### Clock wiring as the flow saved it, run 1

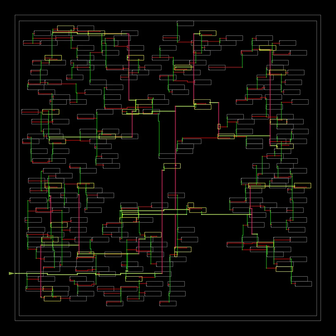
### Signal wires by layer, run 1

Only two layers are drawn.
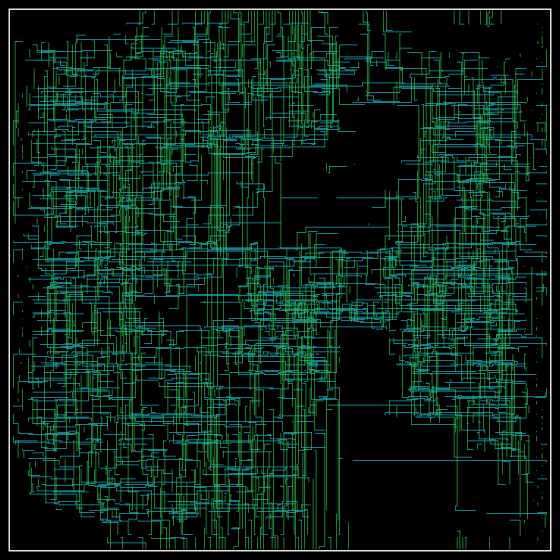
### I/O pins on the die edge, run 1

Pins as bars across the die edge, other pins in grey.
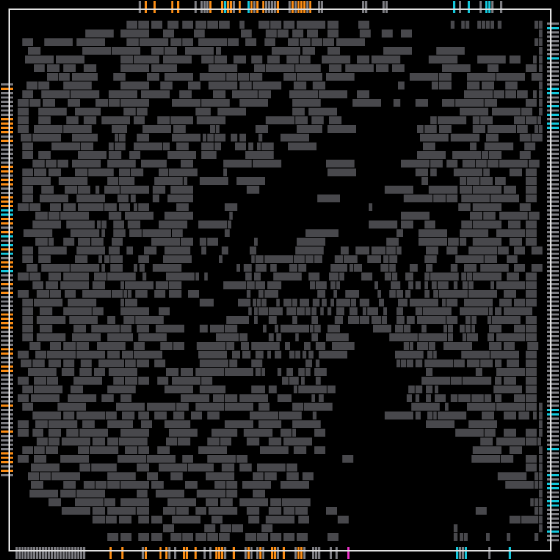
File: config.mk
export PLATFORM = sky130hd
export DESIGN_NAME = mat_wb_loader
export DESIGN_NICKNAME = d
export VERILOG_FILES = /design/src/rtl/mat_wb_loader.sv
export SDC_FILE = /design/constraint.sdc
export NUM_CORES = 1
export LEC_CHECK = 0
export CAP_MARGIN = 20
export CORE_MARGIN = 2
export CORE_UTILIZATION = 40
export CTS_CLUSTER_SIZE = 8
export DETAILED_ROUTE_END_ITERATION = 10
export PLACE_DENSITY = 0.7
export SLEW_MARGIN = 20
export SYNTH_ARGS = -nofsm -noshare
export SYNTH_HDL_FRONTEND = slang
export SYNTH_SLANG_ARGS = --single-unit
export TNS_END_PERCENT = 20
File: constraint.sdc
create_clock -name clk -period 2.94 [get_ports clk]
set_input_delay 0.588 -clock clk [delete_from_list [all_inputs] [get_ports clk]]
set_output_delay 0.588 -clock clk [all_outputs]
set_load 0.01 [all_outputs]
File: src/rtl/mat_wb_loader.sv
// Wishbone master that streams two 3x3 byte matrices to a multiply slave
// and reads the product back; MAT_WB_TIMEOUT_EN adds an ack watchdog.
module mat_wb_loader #(
  parameter int A_BASE      = 0,
  parameter int B_BASE      = 9,
  parameter int C_BASE      = 18,
  parameter int N_ELEM      = 9,
  parameter int TIMEOUT_CYC = 255
) (
  input  logic                  clk,
  input  logic                  rst_n,
  input  logic                  start,
  input  logic [8*N_ELEM-1:0]   a_in,
  input  logic [8*N_ELEM-1:0]   b_in,
  output logic [8*N_ELEM-1:0]   c_out,
  output logic                  busy,
  output logic                  done,
  output logic                  error,
  output logic                  cyc,
  output logic                  stb,
  output logic                  we,
  output logic [3:0]            wb_sel,
  output logic [31:0]           adr,
  output logic [31:0]           dat_mosi,
  input  logic [31:0]           dat_miso,
  input  logic                  ack,
  input  logic                  err
);

  localparam int IW = (N_ELEM > 1) ? $clog2(N_ELEM) : 1;
  localparam logic [IW-1:0] LAST = IW'(N_ELEM - 1);

  localparam logic [2:0] IDLE  = 3'd0;
  localparam logic [2:0] WR_A  = 3'd1;
  localparam logic [2:0] WR_B  = 3'd2;
  localparam logic [2:0] RD_C  = 3'd3;
  localparam logic [2:0] GAP   = 3'd4;
  localparam logic [2:0] FIN   = 3'd5;
  localparam logic [2:0] FAULT = 3'd6;

  logic [2:0]          st_q, st_d;
  logic [2:0]          ret_q, ret_d;
  logic [IW-1:0]       idx_q, idx_d;
  logic [8*N_ELEM-1:0] a_q, a_d;
  logic [8*N_ELEM-1:0] b_q, b_d;
  logic [8*N_ELEM-1:0] c_q, c_d;
  logic                err_q, err_d;
  logic                arm_q;
  logic                xfer;
  logic                tmo;
  logic [7:0]          elem;
  logic                unused_ok;

  assign unused_ok = ^{dat_miso[31:8], (TIMEOUT_CYC > 0)};

  assign xfer = (st_q == WR_A) || (st_q == WR_B) ||
                (st_q == RD_C);

`ifdef MAT_WB_TIMEOUT_EN
  localparam int TW = $clog2(TIMEOUT_CYC + 1);
  logic [TW-1:0] wd_q, wd_d;
  logic          stall;

  assign stall = xfer && !ack && !err;
  assign tmo   = stall && (wd_q == TW'(TIMEOUT_CYC - 1));
  assign wd_d  = stall ? wd_q + 1'b1 : '0;

  always_ff @(posedge clk or negedge rst_n) begin
    if (!rst_n) wd_q <= '0;
    else        wd_q <= wd_d;
  end
`else
  assign tmo = 1'b0;
`endif

  always_comb begin
    elem = (st_q == WR_A) ? a_q[{idx_q, 3'b000} +: 8]
                          : b_q[{idx_q, 3'b000} +: 8];
    cyc      = xfer;
    stb      = xfer;
    we       = (st_q == WR_A) || (st_q == WR_B);
    wb_sel   = we ? 4'b0001 : 4'b0000;
    dat_mosi = we ? {24'b0, elem} : 32'b0;
    adr      = 32'b0;
    unique case (1'b1)
      st_q == WR_A: adr = 32'(A_BASE) + 32'(idx_q);
      st_q == WR_B: adr = 32'(B_BASE) + 32'(idx_q);
      st_q == RD_C: adr = 32'(C_BASE) + 32'(idx_q);
      default:      adr = 32'b0;
    endcase
    busy  = (st_q != IDLE);
    done  = (st_q == FIN);
    error = err_q;
    c_out = c_q;
  end

  always_comb begin
    st_d  = st_q;
    ret_d = ret_q;
    idx_d = idx_q;
    a_d   = a_q;
    b_d   = b_q;
    c_d   = c_q;
    err_d = err_q;
    unique case (st_q)
      IDLE: begin
        // arm_q masks the first cycle out of reset
        if (start && arm_q) begin
          a_d   = a_in;
          b_d   = b_in;
          err_d = 1'b0;
          idx_d = '0;
          st_d  = WR_A;
        end
      end
      WR_A, WR_B, RD_C: begin
        if (err || tmo) begin
          err_d = 1'b1;
          st_d  = FAULT;
        end else if (ack) begin
          if (st_q == RD_C)
            c_d[{idx_q, 3'b000} +: 8] = dat_miso[7:0];
          st_d  = GAP;
          ret_d = st_q;
          idx_d = idx_q + 1'b1;
          if (idx_q == LAST) begin
            idx_d = '0;
            ret_d = (st_q == WR_A) ? WR_B :
                    (st_q == WR_B) ? RD_C : FIN;
          end
        end
      end
      GAP:     st_d = ret_q;
      FAULT:   st_d = FIN;
      FIN:     st_d = IDLE;
      default: st_d = IDLE;
    endcase
  end

  always_ff @(posedge clk or negedge rst_n) begin
    if (!rst_n) begin
      st_q  <= IDLE;
      ret_q <= IDLE;
      idx_q <= '0;
      a_q   <= '0;
      b_q   <= '0;
      c_q   <= '0;
      err_q <= 1'b0;
      arm_q <= 1'b0;
    end else begin
      st_q  <= st_d;
      ret_q <= ret_d;
      idx_q <= idx_d;
      a_q   <= a_d;
      b_q   <= b_d;
      c_q   <= c_d;
      err_q <= err_d;
      arm_q <= 1'b1;
    end
  end

endmodule

==> results.yml, run 1 <==
# yosys + openroad results
logic_synthesis:
  ys_sh_aoi_pct: 3.59
  avgSynthCellArea_um2: 13.1
  simple_gate_share_pct: 7.34
  fa_ha_area_share_pct: 0.917
  yosys_warnings: 0
  ys_sh_xor_pct: 0.401
  mux_share_pct: 28.8
  ys_cells: 835
  ys_async_sr_fraction_pct: 100
  edf_count: 0
  synth_flop_count: 228
  ys_top_logic_family: "multiplexers"
  synthCells: 835
  syn-cell-area_mm2: 0.0109
  ys_area_mm2: 0.0109
  ys_seq_share_pct: 52.3
  netlist-cell-type-count: 49
cells_and_area:
  nNetsFinal: 1298
  clkbuf_count: 39
  area_dominant_class: "sequential cells"
  clock_area_share_pct: 6.15
  drive_above_1_share_pct: 29.5
  utilization_pct: 55.1
  seq_share_pct: 38.6
  buffers: 287
  n_antenna_cell: 0
  final_cells: 1454
  combGateArea_mm2: 0.00475
  flop_area_mm2: 0.00571
  layout.nonclk_buf_share_pct: 19.7
  mostFrequentLayoutCell: "clkdlybuf4s50_1"
  comb_cells: 536
  final_cell_mix: "clkdlybuf4s50_1, dfrtp_1, mux2_2"
  nFillCells: 2270
  comb-cell-share_pct: 32.1
  inv_count: 22
  design_area_mm2: 0.0148
  areaGrowthSynthToFinish_pct: 35.6
routing:
  via_per_inst: 5.09
  wl_per_cell_um: 19.3
  met1_length_um: 11700
  drtPass1Iterations: 4
  drc: 0
  drt_iter0_drc: 389
  vias: 7402
  topRoutingLayerUsed: "met5"
  dr_wl_met3_um: 2620
  ant_nets: 0
  route.met2.wl_um: 13200
clock_network:
  htree_levels: 2
  cts_max_path_buffers: 3
  postCtsSetupBuffers: 1
  holdBufCountCts: 0
  cts.sinks: 228
  cts_tree: "built"
  cts_resized: 45
  root_buffer: "clkbuf_16"
worst_setup_path:
  r2r_end: "c_out[27]"
  reg2reg_depth: 7
  slowest_delay_ps: 460
  crit_buf_inv: 2
  worstPathArrival_ps: 2580
  critical_path_class: "register to primary output"
  crit_path_top_delay_cell: "or3b_4"
  crit_path_start: "st_q[1]"
  start_kind: "register"
  crit_end: "dat_mosi[7]"
  r2r_start: "idx_q[0]"
  critPathTopFamily: "simple AND/OR/NAND/NOR gates"
  critPathMaxFanout: 6
  crit_cells: 6
  reg2reg_slack_ps: 330
power:
  power.group.top: "combinational cells"
  power_frac_comb_pct: 38.0
  irDropWorstVdd_mv: 0.463
  switching_power_mw: 4.13
  seq_power_mw: 4.89
  finalPower_mw: 13.4
  p_clk_share_pct: 25.5
  power.density_mw_per_mm2: 906
  swShare_pct: 30.8
  pg_comb_mw: 5.10
  pwr-share-seq_pct: 36.5
  p_int_mw: 9.28
  power.leakage_nw: 6.62
die:
  die_width_um: 169
  die_h_um: 169
  initCoreUtil_pct: 40.6
  dieArea_mm2: 0.0286
  core_area_mm2: 0.0269
  well_tap_count: 341
  std_cell_rows: 60
  ios: 327
outcome:
  violations: "setup timing"
  run_status: "finished, violations left"
sta:
  drv_slew: 0
  rsz0062_at_grt: "yes"
  setup_tns_ps: -1630
  fin_crit_ps: 3170
  slew_headroom_pct: 43.3
  max_freq_mhz: 315
  final.period_utilization_pct: 108
  worst_slack_ps: -231
  finalHoldViolCount: 0
  fin_worst_skew_ps: 12.6
  setup_viol_count_final: 9
  worstMarginPinSlew_ps: 849
  hold_ws_ps: 59.8
global_route:
  grt_busiest_layer: "met2"
  met1_usage_pct: 25.1
  met3_usage_pct: 7.07
  grt.total_usage_pct: 19.8
  grt_pass1_wl_um: 44000
  antenna_found_initial: 1
  grt_pass1_vias: 7742
  overflow: 0
  grt_start_max_net_pins: 90
placed_design:
  numPortBuffers: 249
  dp_slack_ps: -127
  dpl.hpwl_um: 20000
  gp_congestion: 0.778
  placed_cells: 1412
  post_dp_cell_area_mm2: 0.0138
run:
  drv_cap: 0
  tool_warnings: 57
-- 'Clock wiring as the flow saved it' (at the start) --
P_clk: 3.42 mW
sequential cell count: 228
number of buffers created by CTS: 34
Insertion Delay late pin: 490 ps

-- 'Signal wires by layer' (at the start) --
- green: M2 (wire length 13200 µm)
- cyan: M1 (wire length 11700 µm)

-- 'I/O pins on the die edge' (at the start) --
- orange: `b_in` (pins 72; direction input; edge 35 left, 19 bottom, 18 top)
- magenta: `stb` (pins 1; direction output; edge bottom)
- cyan: `dat_mosi` (pins 32; direction output; edge 17 right, 6 left, 6 top, 3 bottom)

## run 1: synthesized netlist by cell type (all sizes together), types with 14 or more instances
| cell type | n | area [µm²] |
|---|---|---|
| a21oi | 14 | 70.1 |
| nand2 | 37 | 139 |
| nand2b | 15 | 93.8 |
| mux4 | 24 | 541 |
| and2 | 17 | 106 |
| buf | 84 | 577 |
| mux2i | 35 | 350 |
| nand3 | 16 | 80.1 |
| clkbuf | 17 | 63.8 |
| o21ai | 27 | 135 |
| nor2 | 14 | 52.6 |
| inv | 22 | 82.6 |
| dfrtp | 228 | 5710 |
| mux2 | 200 | 2250 |
## run 1: worst reg2reg max path: stages, from the launching register on
cell     delay (ps)
dfrtp_4         430
buf_8           240
inv_1            90
ha_1            260
xor2_1          190
nor3_1          380
nand3_1         480
mux2_2          430
==> run 2, diff against run 1 <==
--- a/config.mk
+++ b/config.mk
@@ -5,11 +5,11 @@
 export SDC_FILE = /design/constraint.sdc
 export NUM_CORES = 1
 export LEC_CHECK = 0
-export CAP_MARGIN = 20
 export CORE_MARGIN = 2
 export CORE_UTILIZATION = 40
 export CTS_CLUSTER_SIZE = 8
 export DETAILED_ROUTE_END_ITERATION = 10
+export GPL_ROUTABILITY_DRIVEN = 0
 export PLACE_DENSITY = 0.7
 export SLEW_MARGIN = 20
 export SYNTH_ARGS = -nofsm -noshare
### Logic cells by family, run 2

Bar = 50 µm.
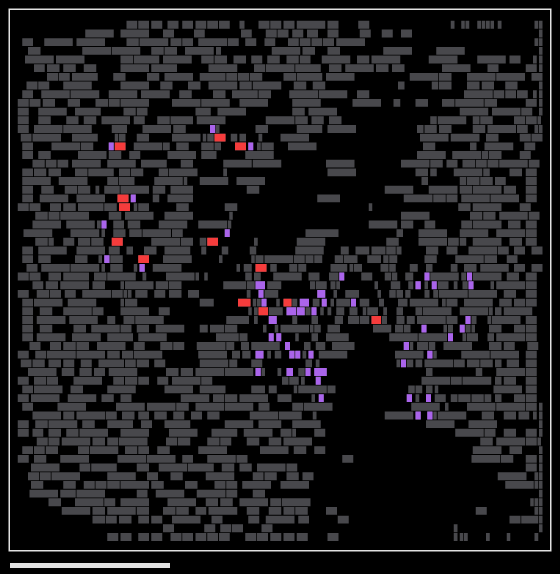
- purple: aoi and oai cells (cells 49)
- red: non-inverting ao/oa cells (cells 13)

==> results.yml, run 2 <==
# yosys + openroad results
cells_and_area:
  utilization_pct: 55.1
  mostFrequentLayoutCell: "clkdlybuf4s50_1"
  design_area_mm2: 0.0148
  n_antenna_cell: 0
  nNetsFinal: 1298
  flop_area_mm2: 0.00571
  drive_above_1_share_pct: 29.5
  combGateArea_mm2: 0.00475
  final_cells: 1454
  areaGrowthSynthToFinish_pct: 35.6
  final_cell_mix: "clkdlybuf4s50_1, dfrtp_1, mux2_2"
  nFillCells: 2270
sta:
  fin_crit_ps: 3170
  worst_slack_ps: -231
  worstMarginPinSlew_ps: 849
  max_freq_mhz: 315
  fin_worst_skew_ps: 12.6
  finalHoldViolCount: 0
  final.period_utilization_pct: 108
  slew_headroom_pct: 43.3
  drv_slew: 0
  setup_tns_ps: -1630
  rsz0062_at_grt: "yes"
  hold_ws_ps: 59.8
  setup_viol_count_final: 9
logic_synthesis:
  syn-cell-area_mm2: 0.0109
  avgSynthCellArea_um2: 13.1
  yosys_warnings: 0
  fa_ha_area_share_pct: 0.917
  synthCells: 835
  netlist.top_cell.by_area: "dfrtp_1"
  ys_sh_xor_pct: 0.401
  ys_sh_aoi_pct: 3.59
  ys_top_logic_family: "multiplexers"
  netlist-cell-type-count: 49
  simple_gate_share_pct: 7.34
  ys_async_sr_fraction_pct: 100
  edf_count: 0
  mux_share_pct: 28.8
  ys_area_mm2: 0.0109
  ys_seq_share_pct: 52.3
  synthTopCellsByArea: "dfrtp_1, mux2_2, mux4_2"
  ys_cells: 835
  synth_flop_count: 228
  yosys.area.top_type_share_pct: 52.3
global_route:
  grt_busiest_layer: "met2"
  met3_usage_pct: 7.07
  grt_pass1_vias: 7742
  grt.total_usage_pct: 19.8
  grt_pass1_wl_um: 44000
  overflow: 0
  antenna_found_initial: 1
  met1_usage_pct: 25.1
worst_setup_path:
  critPathTopFamily: "simple AND/OR/NAND/NOR gates"
  crit_buf_inv: 2
  crit_path_top_delay_cell: "or3b_4"
  critPathMaxFanout: 6
  start_kind: "register"
  worstPathArrival_ps: 2580
  slowest_delay_ps: 460
placed_design:
  numPortBuffers: 249
  dp_slack_ps: -127
  post_dp_cell_area_mm2: 0.0138
power:
  finalPower_mw: 13.4
  power.group.top: "combinational cells"
  power.density_mw_per_mm2: 906
  switching_power_mw: 4.13
  power.leakage_nw: 6.62
  pg_comb_mw: 5.10
  swShare_pct: 30.8
  irDropWorstVdd_mv: 0.463
  p_clk_mw: 3.42
  pwr-share-seq_pct: 36.5
  seq_power_mw: 4.89
  power_frac_comb_pct: 38.0
  p_clk_share_pct: 25.5
clock_network:
  holdBufCountCts: 0
  cts_max_path_buffers: 3
  clkSlewWorstSetupHoldPaths_ps: 50
  cts.sinks: 228
  postCtsSetupBuffers: 1
  htree_levels: 2
  cts_buffers: 34
  cts_resized: 45
  root_buffer: "clkbuf_16"
  clk_latency_ps: 490
die:
  die_h_um: 169
  dieArea_mm2: 0.0286
  die_width_um: 169
  core_area_mm2: 0.0269
  ios: 327
  initCoreUtil_pct: 40.6
  std_cell_rows: 60
routing:
  drc: 0
  topRoutingLayerUsed: "met5"
  drt_iter0_drc: 389
  route.met2.wl_um: 13200
  wl_per_cell_um: 19.3
  ant_nets: 0
  vias: 7402
  dr_wl_met3_um: 2620
  drtPass1Iterations: 4
  via_per_inst: 5.09
run:
  drv_cap: 0
  tool_warnings: 57
outcome:
  violations: "setup timing"
  run_status: "finished, violations left"
[run 2: cell counts in the layout (fill, tap and decap cells not counted)]
Identical to the previous run, type by type.
[run 2: path summary, 6_finish.rpt]
path | startpoint | to | slack [ps] | cells after the start
worst max-delay path | st_q[1] | dat_mosi[7] | -230 | 6
worst min-delay path | rst_n | c_out[26] | 60 | 1
worst max register to register | idx_q[0] | c_out[27] | 330 | 7
worst min register to register | ret_q[2] | ret_q[2] | 470 | 2
max in group asynchronous | rst_n | a_q[58] | 2070 | 2
min in group clk | ret_q[2] | ret_q[2] | 470 | 2
[run 2: cell type report]
cell class	count	area share (%)
Clock buffer	39	6.09
Clock inverter	1	0.0592
Sequential cell	228	38.6
Tap cell	341	2.88
Inverter	22	0.558
Multi-Input combinational cell	536	32.1
Timing Repair Buffer	287	19.7
Power is estimated from default activity; no workload was simulated.
